`config.mk`:
```
export PLATFORM = sky130hd
export DESIGN_NAME = qsys_rgb_fade_source_flat
export DESIGN_NICKNAME = d
export VERILOG_FILES = /design/src/rtl/qsys_rgb_fade_source_if.sv /design/src/rtl/qsys_rgb_fade_source.sv /design/src/flat_wrapper.sv
export SDC_FILE = /design/constraint.sdc
export NUM_CORES = 1
export LEC_CHECK = 0
export CORE_UTILIZATION = 35
export DETAILED_ROUTE_END_ITERATION = 10
export GPL_TIMING_DRIVEN = 0
export PLACE_DENSITY = 0.55
export SETUP_SLACK_MARGIN = 0.15
export SLEW_MARGIN = 20
export SYNTH_ARGS = -nofsm -noshare
export SYNTH_HDL_FRONTEND = slang
export SYNTH_SLANG_ARGS = --single-unit
```
`constraint.sdc`:
```
create_clock -name csi_MCLK_clk -period 5.8 [get_ports csi_MCLK_clk]
set_clock_uncertainty 0.2 [all_clocks]
set_input_delay 1.45 -clock csi_MCLK_clk [delete_from_list [all_inputs] [get_ports csi_MCLK_clk]]
set_output_delay 1.45 -clock csi_MCLK_clk [all_outputs]
set_load 0.05 [all_outputs]
```
`src/rtl/qsys_rgb_fade_source_if.sv`:
```
// Bundle of the Avalon-MM control port and the Avalon-ST colour output of
// qsys_rgb_fade_source. The slave modport is the colour source's view; the
// master modport is the view of the CPU bridge / downstream sink side.
interface qsys_rgb_fade_source_if;
    logic [1:0]  avs_CTRL_address;
    logic [31:0] avs_CTRL_writedata;
    logic [31:0] avs_CTRL_readdata;
    logic [3:0]  avs_CTRL_byteenable;
    logic        avs_CTRL_write;
    logic        avs_CTRL_read;
    logic        avs_CTRL_waitrequest;
    logic [23:0] aso_RGB_data;
    logic        aso_RGB_valid;
    logic        aso_RGB_ready;

    modport slave (
        input  avs_CTRL_address,
        input  avs_CTRL_writedata,
        output avs_CTRL_readdata,
        input  avs_CTRL_byteenable,
        input  avs_CTRL_write,
        input  avs_CTRL_read,
        output avs_CTRL_waitrequest,
        output aso_RGB_data,
        output aso_RGB_valid,
        input  aso_RGB_ready
    );

    modport master (
        output avs_CTRL_address,
        output avs_CTRL_writedata,
        input  avs_CTRL_readdata,
        output avs_CTRL_byteenable,
        output avs_CTRL_write,
        output avs_CTRL_read,
        input  avs_CTRL_waitrequest,
        input  aso_RGB_data,
        input  aso_RGB_valid,
        output aso_RGB_ready
    );
endinterface

```
`src/rtl/qsys_rgb_fade_source.sv`:
```
// Avalon-ST colour source that ramps a current {R,G,B} colour one code per
// channel per step toward a software-written target, emitting each new
// colour as one backpressured beat. Step spacing is set by a divider.
module qsys_rgb_fade_source (
    input  logic                          csi_MCLK_clk,
    input  logic                          rsi_MRST_reset,
    qsys_rgb_fade_source_if.slave         bus
);
    typedef enum logic [1:0] {
        ST_IDLE  = 2'd0,
        ST_COUNT = 2'd1,
        ST_EMIT  = 2'd2
    } state_e;

    // Byte-lane write merge: keep the old byte unless its enable is set.
    function automatic logic [7:0] merge8(input logic [7:0] old_v,
                                          input logic [7:0] new_v,
                                          input logic       en);
        return en ? new_v : old_v;
    endfunction

    // One-code move of a channel toward its target; never wraps because
    // the direction always follows the comparison.
    function automatic logic [7:0] step_chan(input logic [7:0] cur,
                                             input logic [7:0] tgt);
        logic [7:0] r;
        if (cur < tgt) begin
            r = cur + 8'd1;
        end else if (cur > tgt) begin
            r = cur - 8'd1;
        end else begin
            r = cur;
        end
        return r;
    endfunction

    function automatic logic [23:0] step_colour(input logic [23:0] cur,
                                                input logic [23:0] tgt);
        return {step_chan(cur[23:16], tgt[23:16]),
                step_chan(cur[15:8],  tgt[15:8]),
                step_chan(cur[7:0],   tgt[7:0])};
    endfunction

    state_e      state_q, state_d;
    logic        run_q, run_d;
    logic [23:0] target_q, target_d;
    logic [15:0] div_q, div_d;
    logic [23:0] current_q, current_d;
    logic [15:0] cnt_q, cnt_d;
    logic [23:0] data_q, data_d;
    logic        valid_q, valid_d;

    logic        wr_ctrl_s, wr_tgt_s, wr_div_s, wr_cur_s;
    logic [23:0] tgt_wr_val_s, cur_wr_val_s, step_val_s;
    logic [15:0] div_wr_val_s;
    logic        accept_s;
    logic        unused_inputs_s;

    assign wr_ctrl_s = bus.avs_CTRL_write && (bus.avs_CTRL_address == 2'd0);
    assign wr_tgt_s  = bus.avs_CTRL_write && (bus.avs_CTRL_address == 2'd1);
    assign wr_div_s  = bus.avs_CTRL_write && (bus.avs_CTRL_address == 2'd2);
    assign wr_cur_s  = bus.avs_CTRL_write && (bus.avs_CTRL_address == 2'd3);

    assign tgt_wr_val_s = {merge8(target_q[23:16],  bus.avs_CTRL_writedata[23:16], bus.avs_CTRL_byteenable[2]),
                           merge8(target_q[15:8],   bus.avs_CTRL_writedata[15:8],  bus.avs_CTRL_byteenable[1]),
                           merge8(target_q[7:0],    bus.avs_CTRL_writedata[7:0],   bus.avs_CTRL_byteenable[0])};
    assign cur_wr_val_s = {merge8(current_q[23:16], bus.avs_CTRL_writedata[23:16], bus.avs_CTRL_byteenable[2]),
                           merge8(current_q[15:8],  bus.avs_CTRL_writedata[15:8],  bus.avs_CTRL_byteenable[1]),
                           merge8(current_q[7:0],   bus.avs_CTRL_writedata[7:0],   bus.avs_CTRL_byteenable[0])};
    assign div_wr_val_s = {merge8(div_q[15:8], bus.avs_CTRL_writedata[15:8], bus.avs_CTRL_byteenable[1]),
                           merge8(div_q[7:0],  bus.avs_CTRL_writedata[7:0],  bus.avs_CTRL_byteenable[0])};
    assign step_val_s   = step_colour(current_q, target_q);
    assign accept_s     = valid_q && bus.aso_RGB_ready;

    // Reads have no side effects and the top byte lanes carry nothing.
    assign unused_inputs_s = ^{bus.avs_CTRL_read, bus.avs_CTRL_writedata[31:24],
                               bus.avs_CTRL_byteenable[3]};

    assign bus.avs_CTRL_waitrequest = rsi_MRST_reset;
    assign bus.aso_RGB_data         = data_q;
    assign bus.aso_RGB_valid        = valid_q;

    // State and register file; reset may arrive at any point mid-fade.
    always_ff @(posedge csi_MCLK_clk or posedge rsi_MRST_reset) begin
        if (rsi_MRST_reset) begin
            state_q   <= ST_IDLE;
            run_q     <= 1'b0;
            target_q  <= 24'd0;
            div_q     <= 16'd0;
            current_q <= 24'd0;
            cnt_q     <= 16'd0;
            data_q    <= 24'd0;
            valid_q   <= 1'b0;
        end else begin
            state_q   <= state_d;
            run_q     <= run_d;
            target_q  <= target_d;
            div_q     <= div_d;
            current_q <= current_d;
            cnt_q     <= cnt_d;
            data_q    <= data_d;
            valid_q   <= valid_d;
        end
    end

    // Register writes plus the IDLE/COUNT/EMIT sequencing of the fade.
    always_comb begin
        state_d   = state_q;
        run_d     = run_q;
        target_d  = target_q;
        div_d     = div_q;
        current_d = current_q;
        cnt_d     = cnt_q;
        data_d    = data_q;
        valid_d   = valid_q;

        if (wr_ctrl_s && bus.avs_CTRL_byteenable[0]) begin
            run_d = bus.avs_CTRL_writedata[0];
        end else begin
            run_d = run_q;
        end
        if (wr_tgt_s) begin
            target_d = tgt_wr_val_s;
        end else begin
            target_d = target_q;
        end
        if (wr_div_s) begin
            div_d = div_wr_val_s;
        end else begin
            div_d = div_q;
        end

        case (state_q)
            ST_IDLE: begin
                if (wr_cur_s) begin
                    current_d = cur_wr_val_s;
                    data_d    = cur_wr_val_s;
                    valid_d   = 1'b1;
                    state_d   = ST_EMIT;
                end else if (run_q && (current_q != target_q)) begin
                    cnt_d   = div_q;
                    state_d = ST_COUNT;
                end else begin
                    state_d = ST_IDLE;
                end
            end
            ST_COUNT: begin
                // A CURRENT write outranks both stopping and stepping.
                if (wr_cur_s) begin
                    current_d = cur_wr_val_s;
                    data_d    = cur_wr_val_s;
                    valid_d   = 1'b1;
                    state_d   = ST_EMIT;
                end else if (!run_q) begin
                    state_d = ST_IDLE;
                end else if (cnt_q != 16'd0) begin
                    cnt_d = cnt_q - 16'd1;
                end else begin
                    current_d = step_val_s;
                    data_d    = step_val_s;
                    valid_d   = 1'b1;
                    state_d   = ST_EMIT;
                end
            end
            ST_EMIT: begin
                // The pending beat is always delivered, even after run clears.
                if (accept_s) begin
                    valid_d = 1'b0;
                    if (run_q && (current_q != target_q)) begin
                        cnt_d   = div_q;
                        state_d = ST_COUNT;
                    end else begin
                        state_d = ST_IDLE;
                    end
                end else begin
                    state_d = ST_EMIT;
                end
            end
            default: begin
                valid_d = 1'b0;
                state_d = ST_IDLE;
            end
        endcase
    end

    // Combinational register read-back.
    always_comb begin
        bus.avs_CTRL_readdata = 32'd0;
        case (bus.avs_CTRL_address)
            2'd0:    bus.avs_CTRL_readdata = {(state_q != ST_IDLE), 30'd0, run_q};
            2'd1:    bus.avs_CTRL_readdata = {8'd0, target_q};
            2'd2:    bus.avs_CTRL_readdata = {16'd0, div_q};
            2'd3:    bus.avs_CTRL_readdata = {8'd0, current_q};
            default: bus.avs_CTRL_readdata = 32'd0;
        endcase
    end
endmodule

```
`src/flat_wrapper.sv`:
```
// flat-port wrapper written by rule: the top's interface ports become plain ports
module qsys_rgb_fade_source_flat 
  (csi_MCLK_clk, rsi_MRST_reset, bus_avs_CTRL_address, bus_avs_CTRL_writedata, bus_avs_CTRL_readdata, bus_avs_CTRL_byteenable, bus_avs_CTRL_write, bus_avs_CTRL_read, bus_avs_CTRL_waitrequest, bus_aso_RGB_data, bus_aso_RGB_valid, bus_aso_RGB_ready);
  qsys_rgb_fade_source_if bus_i ();
  input  logic csi_MCLK_clk;
  input  logic rsi_MRST_reset;
  input wire logic [$bits(bus_i.avs_CTRL_address)-1:0] bus_avs_CTRL_address;
  input wire logic [$bits(bus_i.avs_CTRL_writedata)-1:0] bus_avs_CTRL_writedata;
  output wire logic [$bits(bus_i.avs_CTRL_readdata)-1:0] bus_avs_CTRL_readdata;
  input wire logic [$bits(bus_i.avs_CTRL_byteenable)-1:0] bus_avs_CTRL_byteenable;
  input wire logic [$bits(bus_i.avs_CTRL_write)-1:0] bus_avs_CTRL_write;
  input wire logic [$bits(bus_i.avs_CTRL_read)-1:0] bus_avs_CTRL_read;
  output wire logic [$bits(bus_i.avs_CTRL_waitrequest)-1:0] bus_avs_CTRL_waitrequest;
  output wire logic [$bits(bus_i.aso_RGB_data)-1:0] bus_aso_RGB_data;
  output wire logic [$bits(bus_i.aso_RGB_valid)-1:0] bus_aso_RGB_valid;
  input wire logic [$bits(bus_i.aso_RGB_ready)-1:0] bus_aso_RGB_ready;
  assign bus_i.avs_CTRL_address = bus_avs_CTRL_address;
  assign bus_i.avs_CTRL_writedata = bus_avs_CTRL_writedata;
  assign bus_avs_CTRL_readdata = bus_i.avs_CTRL_readdata;
  assign bus_i.avs_CTRL_byteenable = bus_avs_CTRL_byteenable;
  assign bus_i.avs_CTRL_write = bus_avs_CTRL_write;
  assign bus_i.avs_CTRL_read = bus_avs_CTRL_read;
  assign bus_avs_CTRL_waitrequest = bus_i.avs_CTRL_waitrequest;
  assign bus_aso_RGB_data = bus_i.aso_RGB_data;
  assign bus_aso_RGB_valid = bus_i.aso_RGB_valid;
  assign bus_i.aso_RGB_ready = bus_aso_RGB_ready;
  qsys_rgb_fade_source u_core (.csi_MCLK_clk(csi_MCLK_clk), .rsi_MRST_reset(rsi_MRST_reset), .bus(bus_i));
endmodule
```
run_1/layer_met1.png
The bar under the picture is 50 um long.
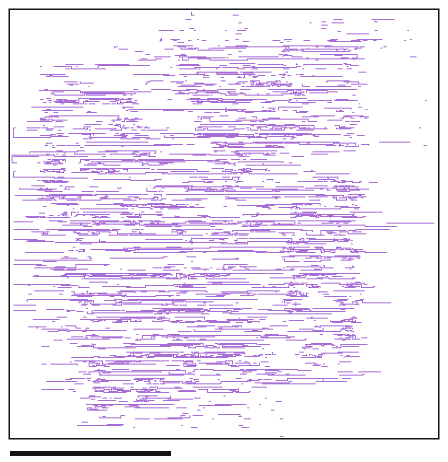
764 nets have wire on it. The layer holds 47% of the routed length.

run_1/layer_met2.png
The bar under the picture is 50 um long.
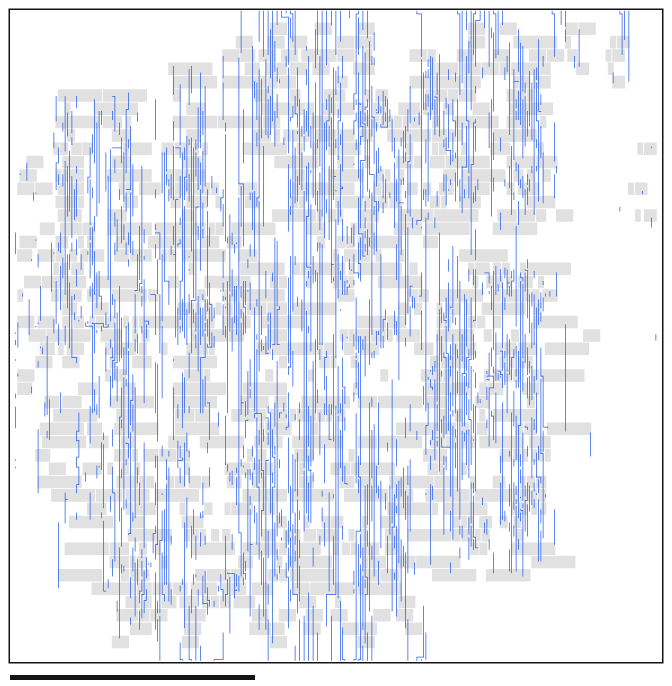
The layer holds 47% of the routed length. The layer carries 8,600 um of wire. The wires run mostly vertical. The longest straight run is 68.3 um.

==> results.py, run 1 <==
# Generated from Yosys and OpenROAD reports
metrics = {
    "status": {
        "outcome": "finished, final reports clean",
    },
    "global_routing": {
        "grt_pass1_wl_um": 29000,
        "gr-usage-met1": 0.295,
        "busiest_layer": "met2",
        "grt_start_max_net_pins": 54,
        "met2_usage": 0.343,
        "gr-total-overflow": 0,
        "grt.total_usage": 0.213,
        "grt_pass1_vias": 5301,
    },
    "sta": {
        "period_used_share": 0.951,
        "fmax_mhz": 181,
        "worstMarginPinSlew_ps": 779,
        "finalHoldViolations": 0,
        "min_period_ps": 5520,
        "drv_slew": 0,
        "finalWorstSetupSlack_ps": 284,
    },
    "yosys": {
        "yosysUniqueCellTypes": 69,
        "ys_cells": 650,
        "yosys_area_mm2": 0.00601,
        "synth-edff-count": 0,
        "async_reset_ff_frac": 1.00,
        "synth.avg_cell_area_um2": 9.25,
        "synthesis.area_mm2": 0.00601,
        "synth_warnings": 0,
        "ys_ff": 84,
    },
    "setup_path": {
        "crit_required_ps": 4150,
        "crit_path_end_kind": "output port",
        "startpoint_type": "input port",
        "worstSetupPathType": "in2out",
        "cp.arrival_ps": 3870,
    },
    "clocking": {
        "cts_buffer_depth": 2,
        "cts_root_buf": "clkbuf_16",
    },
    "routing": {
        "viasPerCell": 5.50,
        "drt_wl_total_um": 18200,
        "drtAntennaViolNets": 0,
        "wl_met3_um": 687,
        "wl_per_cell_um": 18.7,
        "dr.pass1.iters": 5,
        "drt_iter0_drc": 282,
        "route.met2.wl_um": 8600,
        "wl_met1_um": 8520,
        "drc_errors": 0,
        "routed.top_layer": "met4",
    },
    "power_and_ir_drop": {
        "total_leakage_power_nw": 3.20,
        "irDropWorstVdd_mv": 0.435,
        "power.density_mw_per_mm2": 613,
    },
    "die": {
        "chipArea_mm2": 0.0177,
        "core_util_floorplan": 0.360,
        "rows": 47,
        "die_w_um": 133,
        "core_area_mm2": 0.0167,
        "die_h_um": 133,
        "io_pins": 101,
    },
    "placed_design": {
        "place_area_mm2": 0.00713,
        "hpwl_um": 13700,
        "preCtsSetupSlack_ps": -150,
        "port_buffers": 79,
    },
    "final_layout": {
        "fin_nets": 837,
        "lay_top_cells": "dfrtp_1, clkdlybuf4s50_1, a21oi_1",
        "lay_top_count": "dfrtp_1",
        "diodes": 0,
        "syn_to_final_growth_pct": 23.7,
        "design_area_mm2": 0.00743,
        "final_cells": 972,
    },
    "flow_run": {
        "cap_violations": 0,
    },
}
run_1/layer_met3.png
The bar under the picture is 50 um long.
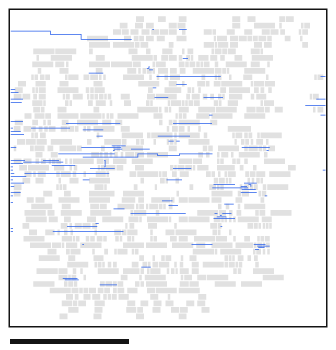
The layer holds 3.8% of the routed length. The longest straight run is 35.4 um. The layer carries 688 um of wire. 74 nets have wire on it.

run_1/layer_met4.png
The bar under the picture is 50 um long.
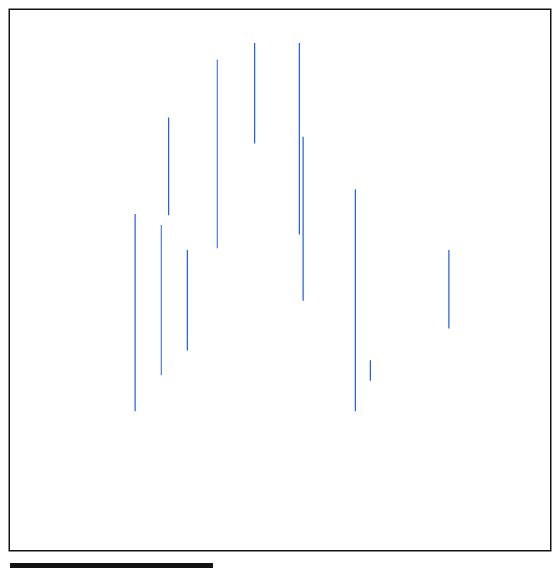
The wires run mostly vertical. 9 nets have wire on it. The layer holds 2.0% of the routed length. The longest straight run is 54.4 um. The layer carries 369 um of wire.

==> run 1: flip-flops by register name, indices dropped and copies added (netlist names) <==
register,cells
u_core.current_q,24
u_core.target_q,24
u_core.cnt_q,16
u_core.div_q,16
u_core.state_q,2
u_core.bus.aso_RGB_valid,1
u_core.run_q,1
==> run 1: logic make-up after synthesis <==
group | after synthesis | share of synthesized area
AOI/OAI and AO/OA | 197 | 0.222
xor gates and xnor gates | 14 | 0.0204
adders and majority gates | 47 | 0.102
buffers and inverters | 74 | 0.0537
DFF | 84 | 0.350
muxes | 50 | 0.0939
other | 1 | 0.000624
and+or+nand+nor | 183 | 0.158
==> run 1: through the flow <==
step,hold slack [ps],util,total power [mW]
global placement,289,0.425,3.86
CTS,308,0.445,4.55
finish,303,0.445,4.55
global route,326,0.445,4.91
detailed placement,294,0.427,3.94
floorplan,271,-,3.19
==> run 1: report_power, final <==
part           internal (mW)  leakage, nW  switching, mW
combinational           1.18         2.05           1.69
clock                  0.358        0.152          0.247
sequential             0.788        0.989          0.288
total                   2.33         3.20           2.23
==> run 1: worst paths after layout <==
check	slack (ps)	endpoint	depth (start not counted)	start
max in group asynchronous	3470	u_core.current_q[4]	3	rsi_MRST_reset
max	280	bus_avs_CTRL_readdata[8]	7	bus_avs_CTRL_address[0]
min reg2reg	300	u_core.target_q[14]	1	u_core.target_q[14]
min	300	u_core.target_q[14]	1	u_core.target_q[14]
max reg2reg	2200	u_core.current_q[15]	12	u_core.current_q[9]
min in group asynchronous	1300	u_core.target_q[21]	2	rsi_MRST_reset
==> run 1: synthesized netlist by cell type (4+ instances only) <==
| cell type | count | share of area |
|---|---|---|
| nand3_1 | 18 | 0.015 |
| a22o_1 | 16 | 0.023 |
| nand2_1 | 55 | 0.034 |
| a211oi_1 | 5 | 0.0062 |
| nand2b_1 | 4 | 0.0042 |
| nand4_1 | 5 | 0.0052 |
| nor3_1 | 11 | 0.0092 |
| o211ai_1 | 4 | 0.0050 |
| inv_1 | 39 | 0.024 |
| buf_4 | 8 | 0.010 |
| o21ai_0 | 42 | 0.035 |
| dfrtp_1 | 84 | 0.35 |
| nor2b_1 | 11 | 0.011 |
| a2bb2oi_1 | 6 | 0.0087 |
| xnor2_1 | 11 | 0.016 |
| mux2i_1 | 8 | 0.013 |
| a21oi_1 | 59 | 0.049 |
| clkbuf_1 | 20 | 0.012 |
| a21o_1 | 5 | 0.0062 |
| mux2_2 | 41 | 0.077 |
| ha_1 | 44 | 0.092 |
| nor2_1 | 48 | 0.030 |
| o22ai_1 | 22 | 0.023 |
| buf_2 | 5 | 0.0042 |
==> run 1: area by class of cell <==
cell class	count	area (um2)
Sequential cell	84	2100
Buffer	35	181
Clock inverter	5	60.1
Clock buffer	11	253
Fill cell	1635	9270
Multi-Input combinational cell	498	3610
Inverter	39	149
Timing Repair Buffer	80	806
Tap cell	220	275
==> run 1: critical path, cell delays in order <==
cell and delay, ps:
clkdlybuf4s50_1 480, clkbuf_1 270, nor2b_1 160, clkbuf_1 360, clkbuf_2 350, a22o_1 240, dlygate4sd2_1 550
==> run 1: what timing repair did <==
item                       in CTS  in global routing
cloned                          0                  0
hold buffers                    0                  0
gates resized                  11                  6
setup endpoints to repair      10                 13
run_1/congestion.png
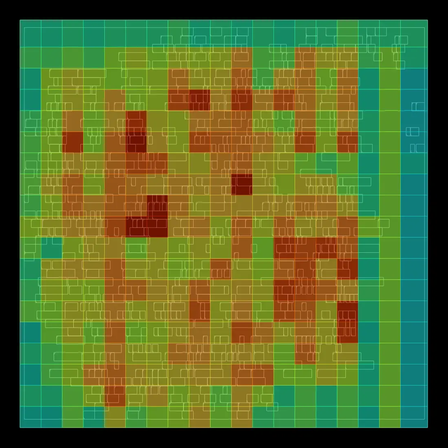

## Run 2: what changed since run 1
--- a/config.mk
+++ b/config.mk
@@ -5,10 +5,10 @@
 export SDC_FILE = /design/constraint.sdc
 export NUM_CORES = 1
 export LEC_CHECK = 0
-export CORE_UTILIZATION = 35
+export CAP_MARGIN = 15
+export CORE_UTILIZATION = 45
 export DETAILED_ROUTE_END_ITERATION = 10
-export GPL_TIMING_DRIVEN = 0
-export PLACE_DENSITY = 0.55
+export PLACE_DENSITY = 0.67
 export SETUP_SLACK_MARGIN = 0.15
 export SLEW_MARGIN = 20
 export SYNTH_ARGS = -nofsm -noshare
run_2/congestion.png
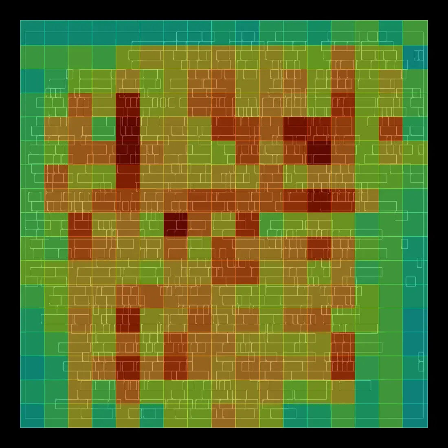
met3 GRT Util: 0.0310
Top Usage Layer GRT: met2
met2 usage: 0.403
drt wl/cell: 18.4 um
final core utilization: 0.574

run_2/layer_met2.png
The bar under the picture is 20 um long.
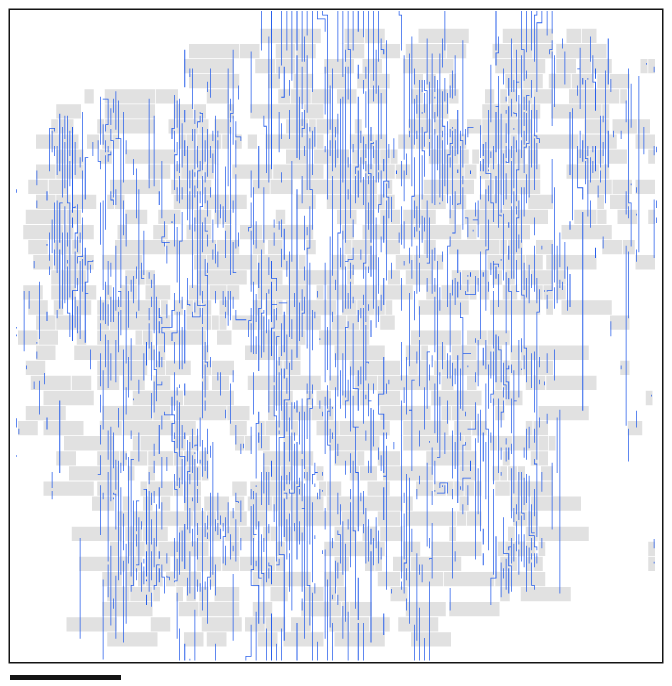
The longest straight run is 35.7 um. The layer carries 7,870 um of wire. 685 nets have wire on it. The layer holds 48% of the routed length.

==> run 2 against run 1 <==
  * Sequential share of layout area rose by 0.30 points
  * Register-to-register slack improved by 30 ps
  * Maximum frequency rose by 7.9%
  * Area after synthesis did not move
==> results.py, run 2 <==
# Generated from Yosys and OpenROAD reports
metrics = {
    "routing": {
        "drtAntennaViolNets": 0,
        "viasPerCell": 5.95,
        "drc_errors": 0,
        "drt_iter0_drc": 269,
        "drt_wl_total_um": 16500,
    },
    "final_layout": {
        "largest_registers": "u_core.current_q: 24 flops, u_core.target_q: 24 flops",
        "lay_top_cells": "dfrtp_1, clkdlybuf4s50_1, a21oi_1",
        "fin_nets": 809,
        "syn_to_final_growth_pct": 22.4,
        "final_cells": 894,
        "diodes": 0,
        "regArea_mm2": 0.00210,
        "lay_top_count": "dfrtp_1",
        "logic_area_mm2": 0.00362,
        "design_area_mm2": 0.00736,
        "fillers": 1153,
    },
    "global_routing": {
        "grt_pass1_wl_um": 27400,
        "gr-total-overflow": 0,
        "grt.total_usage": 0.249,
        "grt_pass1_vias": 5265,
        "grt_start_max_net_pins": 48,
    },
    "yosys": {
        "synthesis.area_mm2": 0.00601,
        "area_leaders": "dfrtp_1, ha_1, mux2_2",
        "synth.avg_cell_area_um2": 9.25,
        "top_cell": "dfrtp_1",
        "ys_cells": 650,
        "top_area_cell": "dfrtp_1",
        "synth-edff-count": 0,
        "ys_ff": 84,
        "top_cell_area_share": 0.350,
        "synth_warnings": 0,
        "yosysUniqueCellTypes": 69,
        "yosys-top-cells-count": "dfrtp_1, a21oi_1, nand2_1",
        "async_reset_ff_frac": 1.00,
        "yosys_area_mm2": 0.00601,
    },
    "die": {
        "die_w_um": 118,
        "rows": 41,
        "chipArea_mm2": 0.0138,
        "io_pins": 101,
        "die_h_um": 118,
        "core_area_mm2": 0.0128,
        "core_util_floorplan": 0.469,
    },
    "power_and_ir_drop": {
        "p_int_mw": 2.34,
        "comb_power_share": 0.639,
        "p_switching_mw": 2.20,
        "irDropWorstVdd_mv": 0.428,
        "seqPwrFrac": 0.238,
        "total_leakage_power_nw": 3.15,
        "netSwitchingFraction": 0.485,
        "power.density_mw_per_mm2": 618,
    },
    "sta": {
        "worstMarginPinSlew_ps": 923,
        "fmax_mhz": 196,
        "period_used_share": 0.881,
        "rsz0062_at_grt": "no",
        "finalHoldViolations": 0,
        "min_period_ps": 5110,
        "drv_slew": 0,
    },
    "clocking": {
        "hold_buffers": 0,
        "clock_latency_ps": 360,
        "cts_root_buf": "clkbuf_16",
        "cts_resized": 0,
        "cts_buffer_depth": 2,
        "htreeDepth": 3,
    },
    "placed_design": {
        "place_area_mm2": 0.00707,
        "place_congestion": 0.864,
        "hpwl_um": 12000,
        "port_buffers": 83,
    },
    "flow_run": {
        "cap_violations": 0,
    },
    "setup_path": {
        "crit_path_end_kind": "output port",
        "cp.arrival_ps": 3460,
        "startpoint_type": "input port",
        "worstSetupPathType": "in2out",
        "reg2reg_depth": 12,
        "crit_fanout": 17,
        "crit_required_ps": 4150,
    },
    "status": {
        "outcome": "finished, final reports clean",
    },
    "min_path": {
        "hold_path_depth": 1,
    },
}
run_2/layer_met4.png
The bar under the picture is 20 um long.
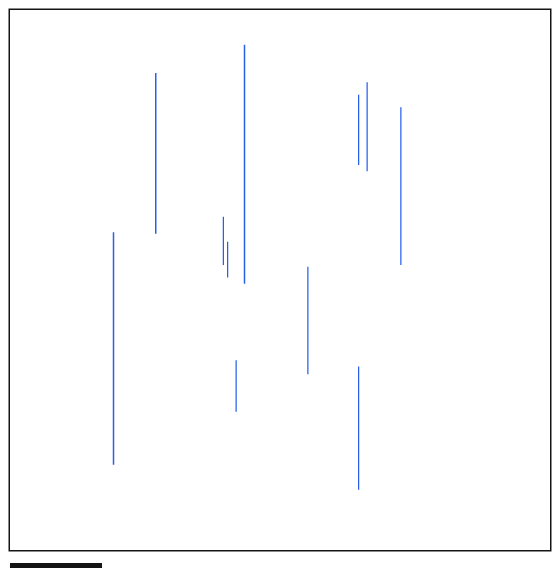
The layer carries 283 um of wire. The wires run mostly vertical. 7 nets have wire on it. The longest straight run is 51.7 um.

-- run 2: cell counts after synthesis --
No cell type changed its count.
-- run 2: power by group through the flow --
stage               Combinational (mW)  Sequential, mW  Clock (mW)
floorplan                         1.91            1.27           0
global placement                  2.77            1.06           0
detailed placement                2.86            1.08           0
CTS                               2.89            1.07       0.568
global route                      3.18            1.11       0.586
finish                            2.90            1.08       0.561
-- run 2: worst paths after layout --
path | slack (ps) | to | start
setup / recovery | 690 | bus_avs_CTRL_readdata[8] | bus_avs_CTRL_address[0]
hold / removal | 300 | u_core.target_q[5] | u_core.target_q[5]
setup reg to reg | 2230 | u_core.current_q[15] | u_core.current_q[9]
hold reg to reg | 300 | u_core.target_q[5] | u_core.target_q[5]
max in group asynchronous | 3010 | u_core.current_q[6] | rsi_MRST_reset
min in group asynchronous | 1390 | u_core.cnt_q[8] | rsi_MRST_reset
-- run 2: cell type report --
type                    instances  share of cell area
inverters                      39              0.0201
multi-input cells             498               0.492
flip-flops and latches         84               0.286
well taps                     172              0.0293
repair buffers                 87               0.136
clock inverters                 3             0.00544
clock buffers                  11              0.0316
-- run 2: kinds of logic after synthesis --
group           share of synthesized area
xor+xnor                           0.0204
mux                                0.0939
simple gates                        0.158
buf+inv                            0.0537
flops                               0.350
fa+ha+maj                           0.102
compound gates                      0.222
other cells                      0.000624
-- run 2: metrics by stage --
stage	setup slack (ps)	utilization	hold WS [ps]	total power, mW
after floorplan	1170	-	271	3.19
after global placement	750	0.552	289	3.83
after detailed placement	714	0.552	293	3.94
after CTS	705	0.573	306	4.53
after global routing	579	0.574	322	4.88
final	690	0.574	304	4.54
-- run 2: critical path, cell delays in order --
cell,delay (ps)
clkdlybuf4s50_1,780
nor2b_1,500
buf_4,290
a22o_1,260
buf_12,160
-- run 2: routing by layer --
layer / share of wire / wire [um] / track usage / up-vias
li1: - / - / - / 2498
met3: 0.051 / 832 / 0.0310 / 24
met5: 0 / 0 / 0 / -
met2: 0.48 / 7870 / 0.403 / 163
met4: 0.017 / 282 / 0.0905 / 0
met1: 0.45 / 7470 / 0.343 / 2637
## Run 3: what changed since run 2
--- a/config.mk
+++ b/config.mk
@@ -5,7 +5,7 @@
 export SDC_FILE = /design/constraint.sdc
 export NUM_CORES = 1
 export LEC_CHECK = 0
-export CAP_MARGIN = 15
+export CAP_MARGIN = 20
 export CORE_UTILIZATION = 45
 export DETAILED_ROUTE_END_ITERATION = 10
 export PLACE_DENSITY = 0.67
run_3/congestion.png
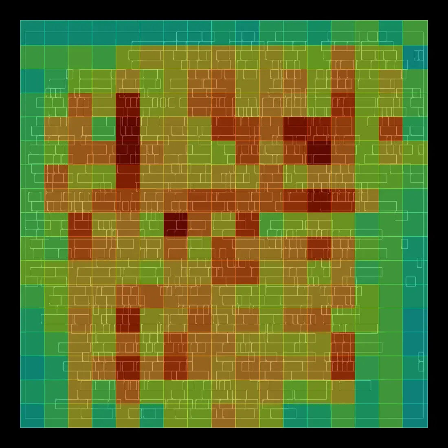
met1 usage: 0.343
gr usage total: 0.249

run_3/layer_met1.png
The bar under the picture is 20 um long.
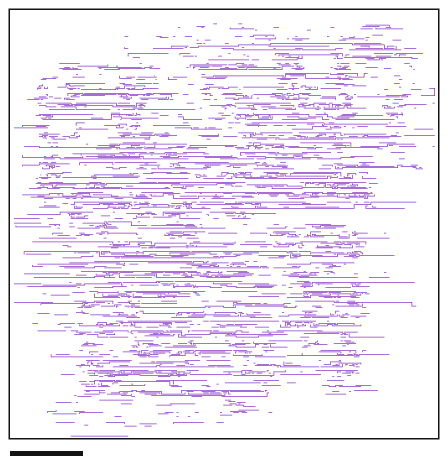
The wires run mostly horizontal. The layer carries 7,470 um of wire. The longest straight run is 36.3 um. 726 nets have wire on it. The layer holds 45% of the routed length.

run_3/layer_met4.png
The bar under the picture is 20 um long.
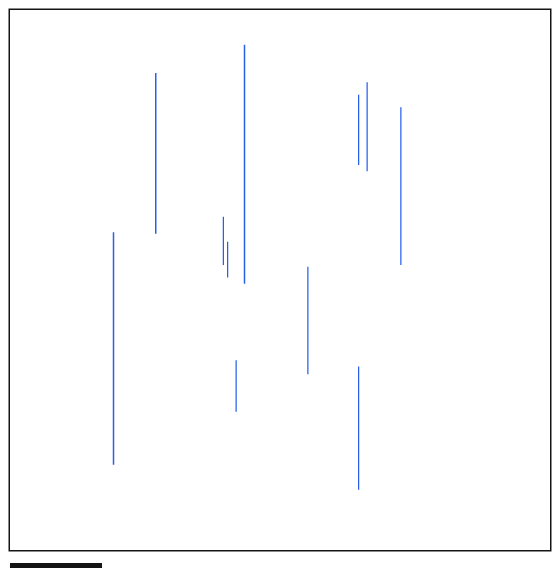
via count: 5,322
drt total wl: 16,500 um

==> run 3 against run 2 <==
  * Sequential power about the same
  * Utilization unchanged
  * Register-to-register slack about the same
  * Largest cell class unchanged
  * Clock-buffer cell count unchanged
  * Cell count unchanged
  * Highest routed layer unchanged
  * Global-route usage unchanged
  * Combinational power about the same
  * First-iteration DRC count unchanged
  * Non-clock buffer count unchanged
  * Synthesized cell count unchanged
  * Via count unchanged
  * Power unchanged
==> results.py, run 3 <==
# Generated from Yosys and OpenROAD reports
metrics = {
    "yosys": {
        "synth-edff-count": 0,
        "area_leaders": "dfrtp_1, ha_1, mux2_2",
        "synth.avg_cell_area_um2": 9.25,
        "yosys_area_mm2": 0.00601,
        "synthesis.area_mm2": 0.00601,
        "yosysUniqueCellTypes": 69,
        "yosys-top-cells-count": "dfrtp_1, a21oi_1, nand2_1",
        "synth_warnings": 0,
        "ys_ff": 84,
        "ys_cells": 650,
        "ys_seq_frac": 0.350,
        "async_reset_ff_frac": 1.00,
        "top_cell": "dfrtp_1",
        "top_cell_area_share": 0.350,
        "top_area_cell": "dfrtp_1",
    },
    "sta": {
        "fin_setup_tns_ps": 0,
        "fmax_mhz": 196,
        "worstMarginPinSlew_ps": 923,
        "min_period_ps": 5110,
        "finalWorstSetupSlack_ps": 690,
        "holdWs_ps": 304,
        "drv_slew": 0,
        "setup_viol_count_final": 0,
        "rsz0062_at_grt": "no",
        "finalHoldViolations": 0,
        "period_used_share": 0.881,
    },
    "final_layout": {
        "lay_top_cells": "dfrtp_1, clkdlybuf4s50_1, a21oi_1",
        "fin_util": 0.574,
        "regArea_mm2": 0.00210,
        "fillers": 1153,
        "diodes": 0,
        "logic_area_mm2": 0.00362,
        "syn_to_final_growth_pct": 22.4,
        "lay_top_count": "dfrtp_1",
        "largest_registers": "u_core.current_q: 24 flops, u_core.target_q: 24 flops",
        "fin_nets": 809,
    },
    "global_routing": {
        "grt_start_max_net_pins": 48,
        "grt_pass1_vias": 5265,
        "gr-total-overflow": 0,
        "grt_pass1_wl_um": 27400,
    },
    "power_and_ir_drop": {
        "power.density_mw_per_mm2": 618,
        "irDropWorstVdd_mv": 0.428,
        "total_power_mw": 4.54,
        "total_leakage_power_nw": 3.15,
    },
    "routing": {
        "viasPerCell": 5.95,
        "drc_errors": 0,
        "dr.pass1.iters": 5,
        "wl_per_cell_um": 18.4,
        "drtAntennaViolNets": 0,
        "drt_iter0_drc": 269,
    },
    "status": {
        "outcome": "finished, final reports clean",
    },
    "setup_path": {
        "crit_fanout": 17,
        "cp.arrival_ps": 3460,
        "crit_required_ps": 4150,
        "worstSetupPathType": "in2out",
        "crit_path_end_kind": "output port",
        "startpoint_type": "input port",
    },
    "clocking": {
        "cts_buffers": 9,
        "hold_buffers": 0,
        "cts_buffer_depth": 2,
        "cts_resized": 0,
        "htreeDepth": 3,
        "clock_latency_ps": 360,
        "cts_root_buf": "clkbuf_16",
        "cts_tree": "done",
    },
    "die": {
        "die_w_um": 118,
        "core_area_mm2": 0.0128,
        "chipArea_mm2": 0.0138,
        "core_util_floorplan": 0.469,
        "die_h_um": 118,
        "io_pins": 101,
        "rows": 41,
    },
    "flow_run": {
        "cap_violations": 0,
    },
    "placed_design": {
        "place_congestion": 0.864,
        "preCtsSetupSlack_ps": 714,
        "hpwl_um": 12000,
        "port_buffers": 83,
    },
}
==> run 3: cell counts after synthesis <==
Identical to the previous run, type by type.
==> run 3: area by class of cell <==
type                            count  share of cell area
Clock buffer                       11              0.0316
Clock inverter                      3             0.00544
Inverter                           39              0.0201
Multi-Input combinational cell    498               0.492
Sequential cell                    84               0.286
Tap cell                          172              0.0293
Timing Repair Buffer               87               0.136
==> run 3: per-stage QoR <==
step	instance area [um2]	cells
CTS	7350	894
global route	7360	894
finish	7360	894
detailed placement	7070	880
floorplan	6030	656
global placement	7070	880
==> run 3: worst paths after layout <==
kind	startpoint	end	slack [ps]	cells after the start
max	bus_avs_CTRL_address[0]	bus_avs_CTRL_readdata[8]	690	5
min	u_core.target_q[5]	u_core.target_q[5]	300	1
max reg2reg	u_core.current_q[9]	u_core.current_q[15]	2230	12
min reg2reg	u_core.target_q[5]	u_core.target_q[5]	300	1
max in group asynchronous	rsi_MRST_reset	u_core.current_q[6]	3010	3
min in group asynchronous	rsi_MRST_reset	u_core.cnt_q[8]	1390	2
==> run 3: critical path, stage by stage <==
cell and delay, ps:
clkdlybuf4s50_1 780, nor2b_1 500, buf_4 290, a22o_1 260, buf_12 160
==> run 3: cell families after synthesis <==
logic type / count (synthesis) / share of synthesized area
adder cells (fa/ha/maj): 47 / 0.102
AND/OR/NAND/NOR: 183 / 0.158
other: 1 / 0.000624
multiplexers: 50 / 0.0939
buffers and inverters: 74 / 0.0537
flip-flops: 84 / 0.350
XOR/XNOR: 14 / 0.0204
AND-OR/OR-AND: 197 / 0.222
==> run 3: per-layer routing <==
metal,track usage,share of wire,vias to the layer above
met3,0.0310,0.051,24
met2,0.403,0.48,163
met5,0,0,-
li1,-,-,2498
met1,0.343,0.45,2637
met4,0.0905,0.017,0
==> run 3: power by group <==
part           switching, mW  leakage (nW)  total, mW  internal, mW
clock network          0.234         0.135      0.561         0.327
registers              0.291         0.989       1.08         0.789
logic                   1.68          2.02       2.90          1.22
total                   2.20          3.15       4.54          2.34
Power is estimated from default activity; no workload was simulated.
